### Where the registers sit, run 1

Other sequential cells in the stronger gray, the rest of the logic in the fainter gray.
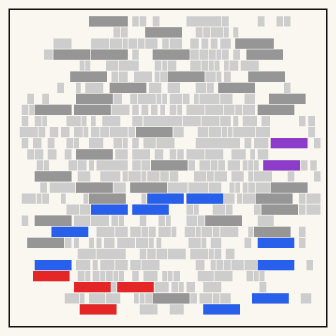
### Signal wires by layer, run 1

Only two layers are drawn.
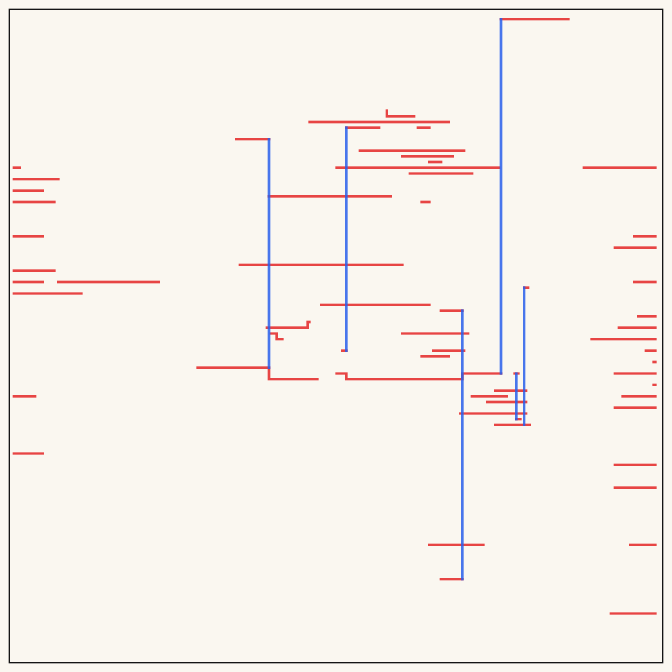
### M3 wires, run 1

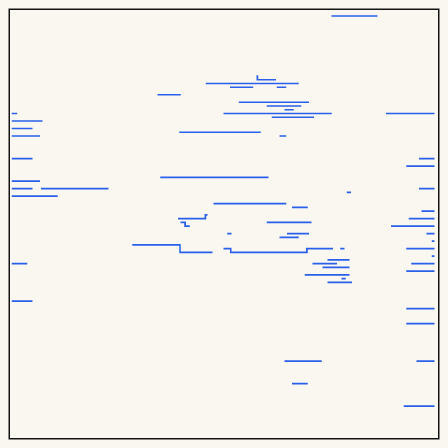
--- src/rtl/vga_pattern_gen.sv ---
// vga_pattern_gen
//   VGA timing and test-pattern generator. It has free-running H/V position
//   counters with configurable porches, sync widths and sync polarity. It
//   produces one of four test patterns with a frame-synchronous scroll offset.
//   All sync and colour outputs are registered, so they lag hpos/vpos by one
//   clock.
//
//   Optional build macro: VGA_PATTERN_BORDER_EN
//     When defined, the outermost active rows and columns are forced to full
//     white, overriding every pattern.
//
// Ports
//   clk          pixel clock
//   rst_n        asynchronous active-low reset
//   mode         pattern select (0 stripes, 1 checker, 2 bars, 3 gradient)
//   speed        scroll step per frame
//   dir          0 = offset counts up, 1 = offset counts down
//   pause        1 = hold offset
//   hsync/vsync  syncs, polarity set by SYNC_POL
//   display_on   output pixel lies in the active area
//   hpos/vpos    position counters
//   r/g/b        colour channels, zero outside the active area
//   frame_start  one-cycle pulse when the counters wrap to (0,0)
//   offset       current scroll offset
//
//   mode, speed, dir and pause are only sampled on the frame boundary.
module vga_pattern_gen #(
  parameter int H_ACTIVE = 640,
  parameter int H_FP     = 16,
  parameter int H_SYNC   = 96,
  parameter int H_BP     = 48,
  parameter int V_ACTIVE = 480,
  parameter int V_FP     = 10,
  parameter int V_SYNC   = 2,
  parameter int V_BP     = 33,
  parameter int SYNC_POL = 0,
  parameter int COLOR_W  = 2,
  parameter int CNT_W    = 10
) (
  input  logic               clk,
  input  logic               rst_n,
  input  logic [1:0]         mode,
  input  logic [3:0]         speed,
  input  logic               dir,
  input  logic               pause,
  output logic               hsync,
  output logic               vsync,
  output logic               display_on,
  output logic [CNT_W-1:0]   hpos,
  output logic [CNT_W-1:0]   vpos,
  output logic [COLOR_W-1:0] r,
  output logic [COLOR_W-1:0] g,
  output logic [COLOR_W-1:0] b,
  output logic               frame_start,
  output logic [CNT_W-1:0]   offset
);

  localparam int H_TOTAL = H_ACTIVE + H_FP + H_SYNC + H_BP;
  localparam int V_TOTAL = V_ACTIVE + V_FP + V_SYNC + V_BP;

  localparam logic [CNT_W-1:0] H_LAST     = CNT_W'(H_TOTAL - 1);
  localparam logic [CNT_W-1:0] V_LAST     = CNT_W'(V_TOTAL - 1);
  localparam logic [CNT_W-1:0] H_ACT      = CNT_W'(H_ACTIVE);
  localparam logic [CNT_W-1:0] V_ACT      = CNT_W'(V_ACTIVE);
  localparam logic [CNT_W-1:0] H_SYNC_LO  = CNT_W'(H_ACTIVE + H_FP);
  localparam logic [CNT_W-1:0] H_SYNC_HI  = CNT_W'(H_ACTIVE + H_FP + H_SYNC);
  localparam logic [CNT_W-1:0] V_SYNC_LO  = CNT_W'(V_ACTIVE + V_FP);
  localparam logic [CNT_W-1:0] V_SYNC_HI  = CNT_W'(V_ACTIVE + V_FP + V_SYNC);
  localparam logic [CNT_W-1:0] CNT_ONE    = CNT_W'(1);
  localparam logic             SYNC_ON    = (SYNC_POL != 0);

  logic [1:0]         sh_mode;
  logic [3:0]         sh_speed;
  logic               sh_dir;
  logic               sh_pause;

  logic               h_end;
  logic               frame_end;
  logic               active;
  logic               hs_act;
  logic               vs_act;
  logic [CNT_W-1:0]   mx;
  logic [CNT_W-1:0]   my;
  logic [CNT_W-1:0]   step;
  logic [2:0]         bar;
  logic [COLOR_W-1:0] pat_r;
  logic [COLOR_W-1:0] pat_g;
  logic [COLOR_W-1:0] pat_b;

  // Bit select that reads 0 beyond the counter width, so pattern bit
  // positions stay legal for narrow CNT_W / wide COLOR_W combinations.
  function automatic logic bit_at(input logic [CNT_W-1:0] v, input int idx);
    bit_at = 1'b0;
    for (int k = 0; k < CNT_W; k++) begin
      if (k == idx) bit_at = v[k];
    end
  endfunction

  always_comb begin
    h_end     = (hpos == H_LAST);
    frame_end = h_end && (vpos == V_LAST);
    active    = (hpos < H_ACT) && (vpos < V_ACT);
    hs_act    = (hpos >= H_SYNC_LO) && (hpos < H_SYNC_HI);
    vs_act    = (vpos >= V_SYNC_LO) && (vpos < V_SYNC_HI);
    mx        = hpos + offset;
    my        = vpos + offset;
    step      = CNT_W'(sh_speed);

    bar = '0;
    for (int j = 0; j < 3; j++) bar[j] = bit_at(mx, 6 + j);

    pat_r = '0;
    pat_g = '0;
    pat_b = '0;
    case (sh_mode)
      2'd0: begin
        for (int i = 0; i < COLOR_W; i++) begin
          pat_r[i] = bit_at(mx, 5 + i);
          pat_g[i] = bit_at(mx, 6 + i);
          pat_b[i] = bit_at(vpos, 5 + i);
        end
      end
      2'd1: begin
        pat_r = {COLOR_W{bit_at(mx, 5) ^ bit_at(vpos, 5)}};
        pat_g = pat_r;
        pat_b = pat_r;
      end
      2'd2: begin
        pat_r = {COLOR_W{bar[0]}};
        pat_g = {COLOR_W{bar[1]}};
        pat_b = {COLOR_W{bar[2]}};
      end
      default: begin
        // Top COLOR_W bits ending at my[8].
        for (int i = 0; i < COLOR_W; i++) pat_r[i] = bit_at(my, 9 - COLOR_W + i);
        pat_g = pat_r;
        pat_b = pat_r;
      end
    endcase

`ifdef VGA_PATTERN_BORDER_EN
    // Only reaches the outputs for active pixels; blanking zeroes it below.
    if ((hpos == '0) || (hpos == H_ACT - CNT_ONE) ||
        (vpos == '0) || (vpos == V_ACT - CNT_ONE)) begin
      pat_r = '1;
      pat_g = '1;
      pat_b = '1;
    end
`endif
  end

  always_ff @(posedge clk or negedge rst_n) begin
    if (!rst_n) begin
      hpos        <= '0;
      vpos        <= '0;
      offset      <= '0;
      sh_mode     <= '0;
      sh_speed    <= '0;
      sh_dir      <= 1'b0;
      sh_pause    <= 1'b0;
      frame_start <= 1'b0;
      display_on  <= 1'b0;
      hsync       <= ~SYNC_ON;
      vsync       <= ~SYNC_ON;
      r           <= '0;
      g           <= '0;
      b           <= '0;
    end else begin
      if (h_end) begin
        hpos <= '0;
        vpos <= (vpos == V_LAST) ? '0 : vpos + CNT_ONE;
      end else begin
        hpos <= hpos + CNT_ONE;
      end

      frame_start <= frame_end;

      // The offset moves with the settings captured at the previous boundary.
      // The new settings are captured on this same edge.
      if (frame_end) begin
        if (!sh_pause) offset <= sh_dir ? offset - step : offset + step;
        sh_mode  <= mode;
        sh_speed <= speed;
        sh_dir   <= dir;
        sh_pause <= pause;
      end

      display_on <= active;
      hsync      <= hs_act ? SYNC_ON : ~SYNC_ON;
      vsync      <= vs_act ? SYNC_ON : ~SYNC_ON;
      r          <= active ? pat_r : '0;
      g          <= active ? pat_g : '0;
      b          <= active ? pat_b : '0;
    end
  end

endmodule

--- config.mk ---
export PLATFORM = sky130hd
export DESIGN_NAME = vga_pattern_gen
export DESIGN_NICKNAME = d
export VERILOG_FILES = /design/src/rtl/vga_pattern_gen.sv
export SDC_FILE = /design/constraint.sdc
export NUM_CORES = 1
export LEC_CHECK = 0
export CORE_UTILIZATION = 54
export CTS_BUF_LIST = sky130_fd_sc_hd__clkbuf_4 sky130_fd_sc_hd__clkbuf_8 sky130_fd_sc_hd__clkbuf_16
export CTS_CLUSTER_DIAMETER = 100
export CTS_CLUSTER_SIZE = 20
export DETAILED_ROUTE_END_ITERATION = 6
export PLACE_DENSITY = 0.85
export SLEW_MARGIN = 40
export SYNTH_ARGS = -nofsm -noshare
export SYNTH_HDL_FRONTEND = slang
export SYNTH_SLANG_ARGS = --single-unit
--- constraint.sdc ---
create_clock -name clk -period 3.72 [get_ports clk]
set_clock_uncertainty 0.2 [all_clocks]
set_input_delay 0.558 -clock clk [delete_from_list [all_inputs] [get_ports clk]]
set_output_delay 0.558 -clock clk [all_outputs]
set_load 0.1 [all_outputs]
==> flow_summary.json, run 1 <==
{
  "final_cells": 442,
  "grt_max_degree": 49,
  "diodes": 0,
  "layout.nonclk_buf_share_pct": 8.43,
  "yosysCellCount": 322,
  "path_max_fanout": 4,
  "synth-seq-cells": 48,
  "status": "finished, final reports clean",
  "seq_cells": 48,
  "crit_top_cell": "ha_1",
  "fillerInstances": 441,
  "largest_cell_class": "multi-input combinational cells",
  "nets": 409,
  "grt_overflow": 0,
  "logic_area_um2": 1760,
  "dp_hpwl_um": 5040,
  "relSlewSlack_pct": 60.0,
  "num_rows": 27,
  "postRouteAntennaNets": 0,
  "core_area_um2": 5510,
  "edf_count": 0,
  "required_ns": 3.72,
  "dpl_worst_slack_ns": 0.726,
  "fp_nets": 362,
  "drt_pass1_iterations": 4,
  "crit_slowest_cell": "dfrtp_1",
  "grt_pass1_vias": 2449,
  "regToRegSetupSlack_ns": 0.73,
  "cts_hold_buf": 0,
  "r2r_cells": 9,
  "cp.depth": 9,
  "signal_buffers": 50,
  "critPathKind": "flip-flop to flip-flop",
  "logic_gates": 246,
  "tightestPinTransition_ns": 0.601
}
Back to the opening pictures, 'Where the registers sit':
- blue: `offset` (flops 10)
- purple: `b` (flops 2)
- red: `sh_speed` (flops 4; where lower left)
flop share of the area: 34.1%
sequential cell power: 521 uW
final core area utilization: 64.2%
register area: 1200 um^2

Back to the opening pictures, 'Signal wires by layer':
- blue: M4 (wire length 150 um)
- red: M3 (wire length 345 um)
Routed WL per cell: 14.9 um
Tot GR Track Use: 24.1%
final wirelength: 6570 um

Back to the opening pictures, 'M3 wires':
- share of all routed wire: 5.3%
- longest straight run: 19.3 um
- wire length on this layer: 345 um
vias post-DR: 2560
grt met3 use: 4.35%

-- run 1: where the power goes --
group / internal [uW] / switching [uW]
logic: 8.02 / 10.8
clock network: 216 / 172
registers: 521 / 0
total: 745 / 183
-- run 1: flip-flops by register name, indices dropped and copies added (netlist names) --
| name | count |
|---|---|
| hpos | 10 |
| offset | 10 |
| vpos | 10 |
| sh_speed | 4 |
| b | 2 |
| g | 2 |
| r | 2 |
| sh_mode | 2 |
| display_on | 1 |
| frame_start | 1 |
| hsync | 1 |
| sh_dir | 1 |
| sh_pause | 1 |
| vsync | 1 |
-- run 1: kinds of logic after synthesis --
group / Yosys count / synth area share (%)
DFF: 48 / 39.0
xor gates and xnor gates: 25 / 7.10
adders and majority gates: 30 / 12.4
AOI/OAI and AO/OA: 76 / 16.1
muxes: 8 / 2.76
buffers and inverters: 28 / 3.93
and+or+nand+nor: 107 / 18.7
-- run 1: layout by cell type (no fill, tap or decap), types with 3 or more instances in the layout --
cell             instances
clkbuf_8                 5
nand2_1                 38
dfrtp_1                 46
and3_1                   6
mux2i_1                  4
inv_1                   18
o21a_1                   5
or3_1                    3
clkdlybuf4s50_1          8
o21ai_0                 31
nand4_1                  8
xor2_1                  12
a21oi_1                 15
buf_4                    3
buf_2                   39
nand2b_1                 4
nor2_1                  17
mux2_2                   4
xnor2_1                 13
nor3_1                   5
ha_1                    29
nand3_1                  9
a21o_1                   5
-- run 1: layer usage --
| layer | vias up | global-route usage, % | share of wire, % |
|---|---|---|---|
| met5 | - | 0 | 0 |
| met1 | 1213 | 31.3 | 45 |
| met3 | 13 | 4.35 | 5.2 |
| li1 | 1242 | - | - |
| met2 | 92 | 40.0 | 47 |
| met4 | 0 | 9.06 | 2.3 |
## Run 2: what changed since run 1
Clock period 3.72 ns to 2.9 ns, I/O delays scaled along.
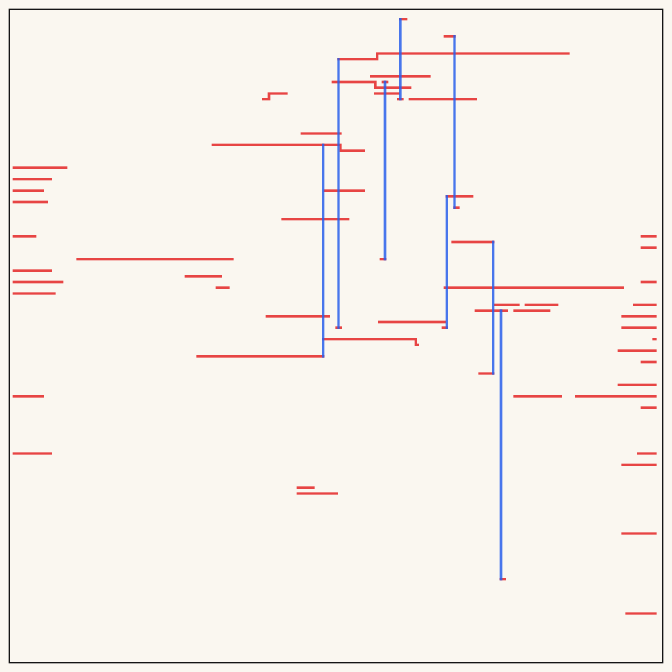
*Signal wires by layer, run 2*
Only two layers are drawn.
- blue: M4 (wire length 171 um)
- red: M3 (wire length 314 um)
Routed WL per cell: 15.6 um
vias post-DR: 2624

==> run 2 against run 1 <==
  * Final cell count up 2.3%
  * Setup slack worse by 0.56 ns
  * Clock power up 38%
  * Largest power group unchanged
==> flow_summary.json, run 2 <==
{
  "status": "finished, final reports clean",
  "final_cells": 452,
  "adder_share_pct": 12.4,
  "layout_top_cell": "buf_4",
  "totalWireLength_um": 7040,
  "diodes": 0,
  "mux_area_share_pct": 2.76,
  "tightestPinTransition_ns": 0.533,
  "critPathKind": "flip-flop to flip-flop",
  "num_rows": 27,
  "core_area_um2": 5510,
  "regArea_um2": 1210,
  "nets": 419,
  "grt_pass1_vias": 2525,
  "final_layout_top_logic_cells": "51 x buf_4, 43 x dfrtp_1, 38 x nand2_1",
  "relSlewSlack_pct": 64.5,
  "yosysCellCount": 322,
  "synth-simple-area-share_pct": 18.7,
  "crit_slowest_cell": "dfrtp_1",
  "fillerInstances": 430,
  "grt_overflow": 0,
  "utilization_pct": 67.6,
  "topCombFamilyByArea": "simple AND/OR/NAND/NOR gates",
  "synth-seq-cells": 48,
  "synthAoiAreaFrac_pct": 16.1
}
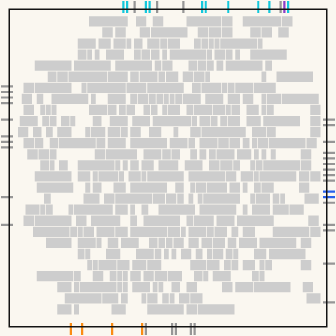
*Ports around the boundary, run 2*
Pins as bars across the die edge, other pins in gray.
- blue: `mode` (pins 2; direction input; edge right)
- purple: `hsync` (pins 1; direction output; edge top)
- cyan: `hpos` (pins 10; direction output; edge top)
- orange: `speed` (pins 4; direction input; edge bottom)
- all pins by edge: 16 right, 15 top, 10 left, 9 bottom
number of port buffers: 49
Die H: 77.6 um
Die X: 77.6 um

==> run 2: netlist changes by cell type in the layout (fill, tap and decap cells not counted), sizes merged <==
| cell | before | now |
|---|---|---|
| buf | 42 | 51 |
| dlygate4sd3 | 0 | 1 |
==> run 2: cell type report <==
type	count	area share [%]
clock buffer	7	2.59
multi-input combinational	246	47.3
timing repair buffer	60	12.7
tap	72	2.42
inverter	18	1.81
sequential	48	32.4
clock inverter	1	0.806
==> run 2: repair_timing <==
item | CTS | global route
buffers inserted | 0 | 0
hold buffers | 0 | 1
hold endpoints to repair | 0 | 31
==> run 2: layer usage <==
layer	vias up	GRT usage, %	wire length, um
li1	1259	-	-
met1	1258	33.5	3120
met2	90	41.7	3430
met3	17	4.12	314
met4	0	10.2	171
met5	-	0	0
==> run 2: worst paths after layout <==
path	start	slack, ns	end	cells after the start
setup reg to reg	sh_speed[2]$_DFFE_PN0P_	0.16	offset[9]$_DFFE_PN0P_	9
hold / removal	offset[9]$_DFFE_PN0P_	0.28	offset[9]$_DFFE_PN0P_	1
hold reg to reg	offset[9]$_DFFE_PN0P_	0.28	offset[9]$_DFFE_PN0P_	1
min in group asynchronous	rst_n	0.41	offset[7]$_DFFE_PN0P_	2
setup / recovery	sh_speed[2]$_DFFE_PN0P_	0.16	offset[9]$_DFFE_PN0P_	9
max in group asynchronous	rst_n	1.58	vpos[7]$_DFFE_PN0N_	3
==> run 2: logic make-up (layout without fill, tap and decap cells) <==
family | after synthesis | in the layout
adder cells (fa/ha/maj) | 30 | 30
buffers and inverters | 28 | 86
flip-flops | 48 | 48
multiplexers | 8 | 8
AND/OR/NAND/NOR | 107 | 107
AND-OR/OR-AND | 76 | 76
XOR/XNOR | 25 | 25
==> run 2: power breakdown <==
group          internal, uW  switching, uW
combinational          12.9           14.9
clock                   304            229
sequential              669              0
## Run 3: what changed since run 2
Settings changed: CORE_UTILIZATION 54 to 64, DONT_BUFFER_PORTS set to 1, PLACE_DENSITY 0.85 to 0.84.
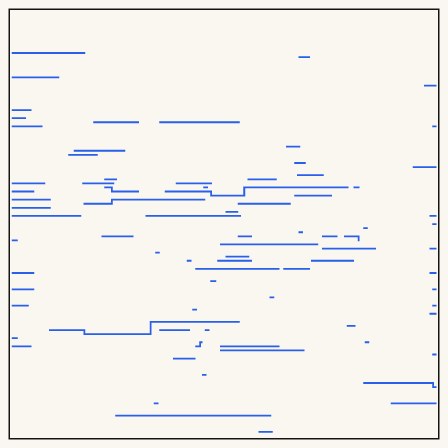
*M3 wires, run 3*
- wire length on this layer: 430 um
- main direction: horizontal
- share of all routed wire: 6.0%
- nets with wire on the layer: 60
final wirelength: 7190 um
vias post-DR: 2609
grt met3 use: 6.33%

==> run 3 against run 2 <==
  * Flip-flop count did not move
  * Setup slack got worse by 0.023 ns
  * Area after synthesis unchanged
  * Sequential share of layout area up 1.7 points
  * Largest cell class unchanged
  * Highest routed layer unchanged
==> flow_summary.json, run 3 <==
{
  "synth-seq-cells": 48,
  "regToRegSetupSlack_ns": 0.14,
  "relSlewSlack_pct": 41.8,
  "worstSetupStartpoint": "sh_speed[1]$_DFFE_PN0P_",
  "min_period_over_period_pct": 95.1,
  "htreeDepth": 2,
  "power_switching_uw": 250,
  "grt_overflow": 0,
  "grt_first_pass_wirelength_um": 11800,
  "maxPowerGroup": "registers",
  "status": "finished, final reports clean",
  "r2r-start": "sh_speed[1]$_DFFE_PN0P_",
  "p_sw_share_pct": 20.7,
  "common_cells": "46 x dfrtp_1, 38 x nand2_1, 31 x o21ai_0",
  "critPathKind": "flip-flop to flip-flop",
  "nets": 396,
  "diodes": 0,
  "final_layout_top_logic_cells": "42 x dfrtp_1, 38 x nand2_1, 35 x buf_4",
  "holdPathEnd": "sh_speed[0]$_DFFE_PN0P_",
  "pwr-share-comb_pct": 1.5,
  "synth_top_area_share_pct": 37.3,
  "logic_area_um2": 1780,
  "dpl_cell_area_um2": 3360,
  "die_x_um": 71.4,
  "hold_class": "input pin to flip-flop",
  "endpoint": "offset[9]$_DFFE_PN0P_",
  "powerSeq_uw": 669,
  "layout_top_cell": "dfrtp_1",
  "slowest_delay_ns": 0.43,
  "clk-power_uw": 519,
  "num_rows": 24,
  "pwr-share-clk_pct": 43.0,
  "pg_comb_uw": 18.2,
  "worstHoldPathCells": 2,
  "intPower_uw": 956,
  "regArea_um2": 1210,
  "fillerInstances": 279,
  "yosysCellCount": 322,
  "utilization_pct": 78.6,
  "seqPwrFrac_pct": 55.5,
  "tightestPinTransition_ns": 0.873,
  "io_buffers": 0,
  "core_area_um2": 4500,
  "grt_pass1_vias": 2536,
  "r2r-end": "offset[9]$_DFFE_PN0P_",
  "worstHoldStart": "speed[0]",
  "r2r_cells": 9,
  "finalInstanceArea_um2": 3540
}
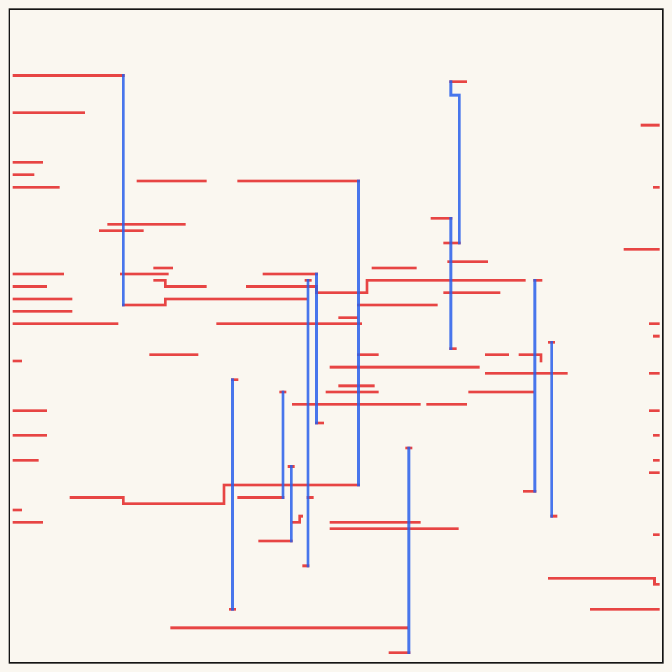
*Signal wires by layer, run 3*
Only two layers are drawn.
- blue: M4 (wire length 248 um)
- red: M3 (wire length 430 um)
Routed WL per cell: 17.6 um
Tot GR Track Use: 30.1%

[run 3: cell counts after synthesis]
Identical to the previous run, type by type.
[run 3: per-stage QoR]
stage                     power, uW  hold slack [ns]  instances  worst slack [ns]
after global placement          682          -0.0594        399             0.187
after CTS                      1210           0.0398        409            0.0457
after floorplan                 682          -0.0606        322           0.00650
after global routing           1240           0.0361        409            0.0375
final                          1210           0.0359        409             0.141
after detailed placement        682          -0.0594        399            0.0549
[run 3: worst max-delay path: cells and delay by family (launching register included)]
| family | cells | cell delay [ns] |
|---|---|---|
| fa+ha+maj | 2 | 0.56 |
| flops | 1 | 0.43 |
| compound gates | 2 | 0.40 |
| simple gates | 2 | 0.46 |
| mux | 2 | 0.44 |
| xor+xnor | 1 | 0.14 |
[run 3: area by class of cell]
class,instances,area share [%]
multi-input combinational,246,50.2
sequential,48,34.1
timing repair buffer,37,8.48
clock buffer,6,2.33
inverter,18,1.91
tap,52,1.84
clock inverter,2,1.10
[run 3: logic make-up (layout without fill, tap and decap cells)]
logic type / after synthesis / after routing / synth area share, %
and+or+nand+nor: 107 / 107 / 18.7
adders and majority gates: 30 / 30 / 12.4
AOI/OAI and AO/OA: 76 / 76 / 16.1
xor gates and xnor gates: 25 / 25 / 7.10
muxes: 8 / 8 / 2.76
buffers and inverters: 28 / 63 / 3.93
DFF: 48 / 48 / 39.0
[run 3: per-layer routing]
metal	wire [um]	track usage, %
met3	429	6.33
met1	3020	38.8
met4	248	14.2
met2	3490	48.9
met5	0	0
[run 3: what timing repair did]
action / 4_1_cts / 5_1_grt
gates resized: 0 / 4
hold endpoints to repair: 48 / 0
endpoints found under the setup margin: 0 / 3
setup buffers: 0 / 0
hold buffers: 2 / 0
Power and IR drop assume default switching activity.
